$ cat config.mk
export PLATFORM = sky130hd
export DESIGN_NAME = fb_write_arbiter
export DESIGN_NICKNAME = d
export VERILOG_FILES = /design/src/rtl/lt24_display_pkg.sv /design/src/rtl/counter.sv /design/src/rtl/fb_write_arbiter.sv
export SDC_FILE = /design/constraint.sdc
export NUM_CORES = 1
export LEC_CHECK = 0
export ABC_CLOCK_PERIOD_IN_PS = 5000
export CAP_MARGIN = 20
export CORE_MARGIN = 1
export CORE_UTILIZATION = 44
export CTS_CLUSTER_SIZE = 14
export DETAILED_ROUTE_END_ITERATION = 12
export GPL_ROUTABILITY_DRIVEN = 1
export PLACE_DENSITY = 0.86
export SLEW_MARGIN = 0
export SYNTH_ARGS = -nofsm -noshare
export SYNTH_HDL_FRONTEND = slang
export SYNTH_SLANG_ARGS = --single-unit
$ cat constraint.sdc
create_clock -name clk -period 5 [get_ports clk]
set_clock_uncertainty 0.2 [all_clocks]
set_input_delay 1 -clock clk [delete_from_list [all_inputs] [get_ports clk]]
set_output_delay 1 -clock clk [all_outputs]
set_load 0.03 [all_outputs]
$ cat src/rtl/lt24_display_pkg.sv
// Shared definitions for the LT24 display path: frame buffer geometry,
// write-arbiter state encoding and requester identities.
package lt24_display_pkg;

    localparam int PIXEL_NUM_DEFAULT = 76800;

    localparam logic [1:0] ST_IDLE    = 2'd0;
    localparam logic [1:0] ST_GRANT_P = 2'd1;
    localparam logic [1:0] ST_GRANT_O = 2'd2;

    typedef enum logic [1:0] {
        IDLE    = ST_IDLE,
        GRANT_P = ST_GRANT_P,
        GRANT_O = ST_GRANT_O
    } arb_state_t;

    // Requester identities, also the encoding of the round-robin owner flag
    localparam logic OWNER_P = 1'b0;
    localparam logic OWNER_O = 1'b1;

endpackage

$ cat src/rtl/counter.sv
// Wrapping up-counter 0..MAX_VALUE-1 with clock enable and synchronous clear.
module counter #(
    parameter  int MAX_VALUE = 16,
    localparam int W         = (MAX_VALUE > 1) ? $clog2(MAX_VALUE) : 1
) (
    input  logic         clk,
    input  logic         reset_n,
    input  logic         en,
    input  logic         clr,
    input  logic         inc,
    output logic [W-1:0] count
);

    logic [W-1:0] r_count;

    always_ff @(posedge clk or negedge reset_n) begin
        if (!reset_n) begin
            r_count <= '0;
        end else if (en) begin
            if (clr)
                r_count <= '0;
            else if (inc)
                r_count <= (r_count == W'(MAX_VALUE - 1)) ? '0 : r_count + 1'b1;
        end
    end

    assign count = r_count;

endmodule

$ cat src/rtl/fb_write_arbiter.sv
// Round-robin owner of the frame buffer write port shared by the painter and
// the digit-overlay writer, with burst-length preemption under contention.
module fb_write_arbiter
    import lt24_display_pkg::*;
#(
    parameter int PIXEL_NUM       = PIXEL_NUM_DEFAULT,
    parameter int PIXEL_NUM_WIDTH = $clog2(PIXEL_NUM),
    parameter int MAX_BURST       = 1024
) (
    input  logic                       clk,
    input  logic                       reset_n,
    input  logic                       en,
    input  logic                       p_req,
    input  logic                       p_last,
    input  logic                       p_data,
    input  logic [PIXEL_NUM_WIDTH-1:0] p_addr,
    output logic                       p_gnt,
    input  logic                       o_req,
    input  logic                       o_last,
    input  logic                       o_data,
    input  logic [PIXEL_NUM_WIDTH-1:0] o_addr,
    output logic                       o_gnt,
    output logic [PIXEL_NUM_WIDTH-1:0] ram_write_addr,
    output logic                       ram_data,
    output logic                       ram_write_en,
    output logic                       busy
);

    localparam int CNT_MAX = MAX_BURST + 1;
    localparam int CNT_W   = (CNT_MAX > 1) ? $clog2(CNT_MAX) : 1;

    arb_state_t       r_state;
    arb_state_t       w_state_nxt;
    logic             r_last_owner;
    logic             w_last_owner_nxt;
    logic             w_beat_p;
    logic             w_beat_o;
    logic             w_cnt_clr;
    logic             w_cnt_inc;
    logic             w_cnt_at_max;
    logic             w_burst_full;
    logic [CNT_W-1:0] w_cnt;

    assign w_beat_p = en & (r_state == GRANT_P) & p_req;
    assign w_beat_o = en & (r_state == GRANT_O) & o_req;

    // Burst is full when the beat in flight brings the count to MAX_BURST
    assign w_cnt_at_max = (w_cnt == CNT_W'(MAX_BURST));
    assign w_burst_full = (w_cnt >= CNT_W'(MAX_BURST - 1));
    assign w_cnt_inc    = (w_beat_p | w_beat_o) & ~w_cnt_at_max;

    counter #(
        .MAX_VALUE (CNT_MAX)
    ) u_beat_cnt (
        .clk     (clk),
        .reset_n (reset_n),
        .en      (en),
        .clr     (w_cnt_clr),
        .inc     (w_cnt_inc),
        .count   (w_cnt)
    );

    always_comb begin
        w_state_nxt      = r_state;
        w_last_owner_nxt = r_last_owner;
        w_cnt_clr        = 1'b0;
        if (en) begin
            case (r_state)
                IDLE: begin
                    if (p_req && (!o_req || r_last_owner == OWNER_O))
                        w_state_nxt = GRANT_P;
                    else if (o_req)
                        w_state_nxt = GRANT_O;
                end
                GRANT_P: begin
                    if (!p_req || p_last || (w_burst_full && o_req))
                        w_state_nxt = o_req ? GRANT_O : IDLE;
                end
                GRANT_O: begin
                    if (!o_req || o_last || (w_burst_full && p_req))
                        w_state_nxt = p_req ? GRANT_P : IDLE;
                end
                default: w_state_nxt = IDLE;
            endcase
        end
        // Every fresh grant restarts the burst count and records the owner
        if (w_state_nxt != r_state && w_state_nxt != IDLE) begin
            w_cnt_clr        = 1'b1;
            w_last_owner_nxt = (w_state_nxt == GRANT_P) ? OWNER_P : OWNER_O;
        end
    end

    always_ff @(posedge clk or negedge reset_n) begin
        if (!reset_n) begin
            r_state      <= IDLE;
            r_last_owner <= OWNER_O;
        end else begin
            r_state      <= w_state_nxt;
            r_last_owner <= w_last_owner_nxt;
        end
    end

    always_comb begin
        ram_write_addr = '0;
        ram_data       = 1'b0;
        case (r_state)
            GRANT_P: begin
                ram_write_addr = p_addr;
                ram_data       = p_data;
            end
            GRANT_O: begin
                ram_write_addr = o_addr;
                ram_data       = o_data;
            end
            default: ;
        endcase
    end

    assign ram_write_en = w_beat_p | w_beat_o;
    assign p_gnt        = (r_state == GRANT_P);
    assign o_gnt        = (r_state == GRANT_O);
    assign busy         = (r_state != IDLE);

endmodule

ff_map.png
Drawn at 6 px/um. Other sequential cells in the stronger gray, the rest of the logic in the fainter gray.
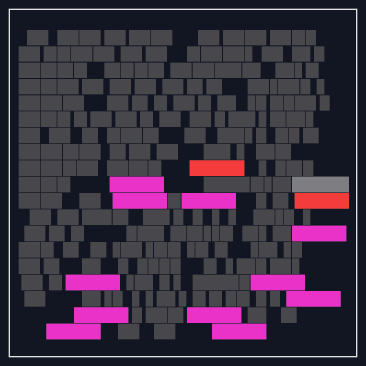
legend:
  u_beat_cnt.count:
    color: magenta
    flops: 11
  r_state:
    color: red
    flops: 2
not colored: 1

placed.png
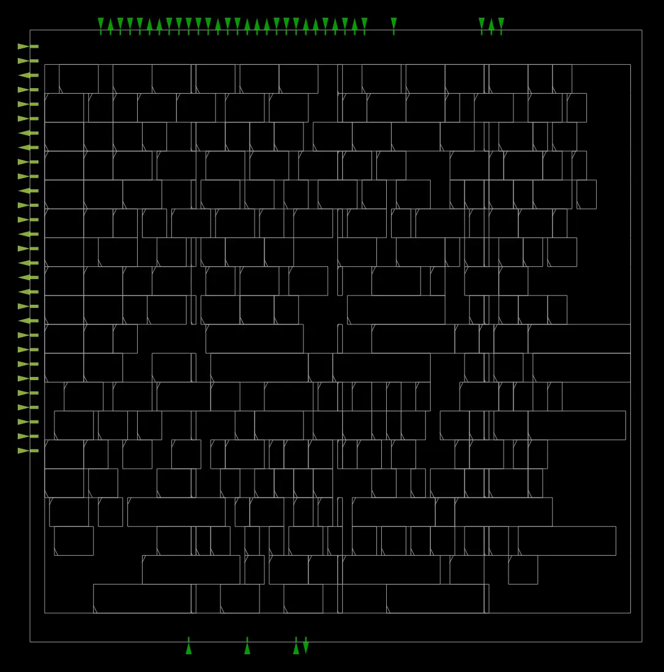
Core Rows: 19
Core ar.: 0.00285 mm2
Final Util: 0.720

sizing.png
Drawn at 4 px/um.
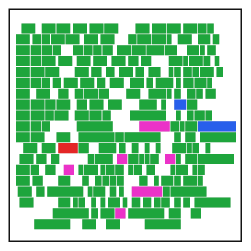
legend:
  x6 and larger:
    color: red
    cells: 1
    share: 0.43%
  x3 and x4:
    color: magenta
    cells: 6
    share: 2.6%
  x1 and smaller:
    color: green
    cells: 223
    share: 96%
  x2:
    color: blue
    cells: 2
    share: 0.86%

floorplan.png
Drawn at 8 px/um. Pins as bars on the die edge.
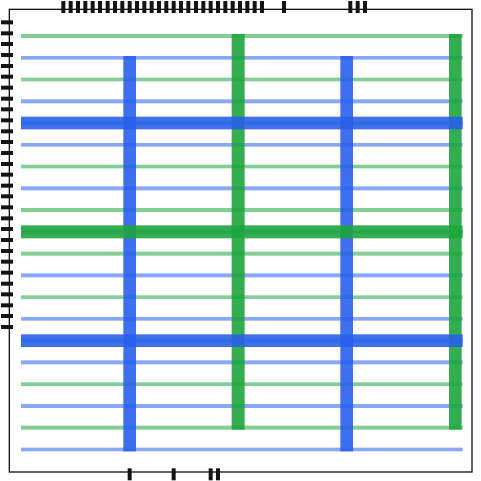
legend:
  VSS:
    color: blue
  VDD:
    color: green
met5 straps: 3
met4 straps: 4
signal pins: 65

route_heat.png
Drawn at 6 px/um. 12 x 12 tiles, from dark purple (low) to yellow (high), scaled to the fullest tile. Values are wire area over tile area, all layers added.
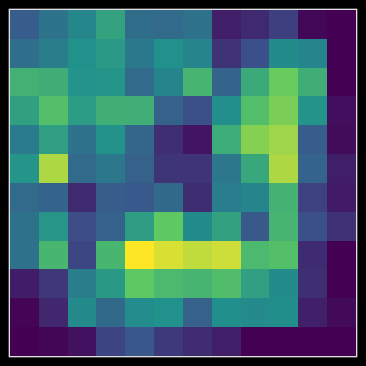
fullest tile: 0.50
emptiest ninth of the die: bottom right
tiles over half the peak: 33%
mean over tiles: 0.19
nearly empty tiles: 9.0%
densest ninth of the die: bottom middle

==> results_dict.tcl <==
# flow metrics
set metrics [dict create \
    status "finished clean" \
    met2_length_um 2110 \
    portBuffers 64 \
    top_layer_used "met4" \
    post_cts_buffers 0 \
    timing.fmax_mhz 246 \
    comb_share 0.462 \
    total_power_uw 913 \
    clk-insertion-delay-late_ns 0.29 \
    r2r_cells 9 \
    area_delta_synth_final_pct 50.7 \
    finalNetCount 282 \
    p_leak_nw 0.796 \
    worstReg2RegEnd "u_beat_cnt.count[1]" \
    die_w_um 57.7 \
    comb_area_um2 948 \
    layout_top_cells "clkdlybuf4s50_1, a22oi_1, nor2b_1" \
    arrival_ns 2.86 \
    cts_resized 0 \
    crit_buf_inv 2 \
    clockRootBuffer "clkbuf_4" \
    crit_family "buffers and inverters" \
    track_usage 0.255 \
    synth-main-ff-cell "dfrtp_1" \
    critPathLaunchType "flip-flop" \
    numClockSinks 14 \
    h-tree-depth 1 \
    wl_met1_um 1730 \
    max_cap_violations 0 \
    syn_nets 220 \
    cp-endpoint "ram_write_en" \
    seq_area_um2 352 \
    area_share_nonclk_buffers 0.316 \
    clk_pin_slew_worst_paths_ns 0.09 \
    grt_antenna_before_repair 0 \
    largest_area_cell "dfrtp_1" \
    grt_max_degree 24 \
    die-area_mm2 0.00332 \
]
==> power breakdown <==
group          switching [mW]  internal, mW  leakage (nW)  total [mW]
Sequential             0.0314         0.135         0.186       0.167
Clock                  0.0399        0.0444        0.0210      0.0843
Combinational           0.378         0.283         0.590       0.661
==> flip-flops by register name, indices dropped and copies added (netlist names) <==
| signal | flops |
|---|---|
| r_last_owner | 1 |
| r_state | 2 |
| u_beat_cnt.count | 11 |
==> per-stage QoR <==
stage          hold slack, ns  area [um2]  cells
2_1_floorplan           0.310        1360    171
3_3_place_gp            0.335        2020    259
3_5_place_dp            0.341        2020    259
4_1_cts                 0.355        2050    263
5_1_grt                 0.394        2050    263
6_report                0.355        2050    263
No activity file was given, so power comes from the tool's default toggle rates.
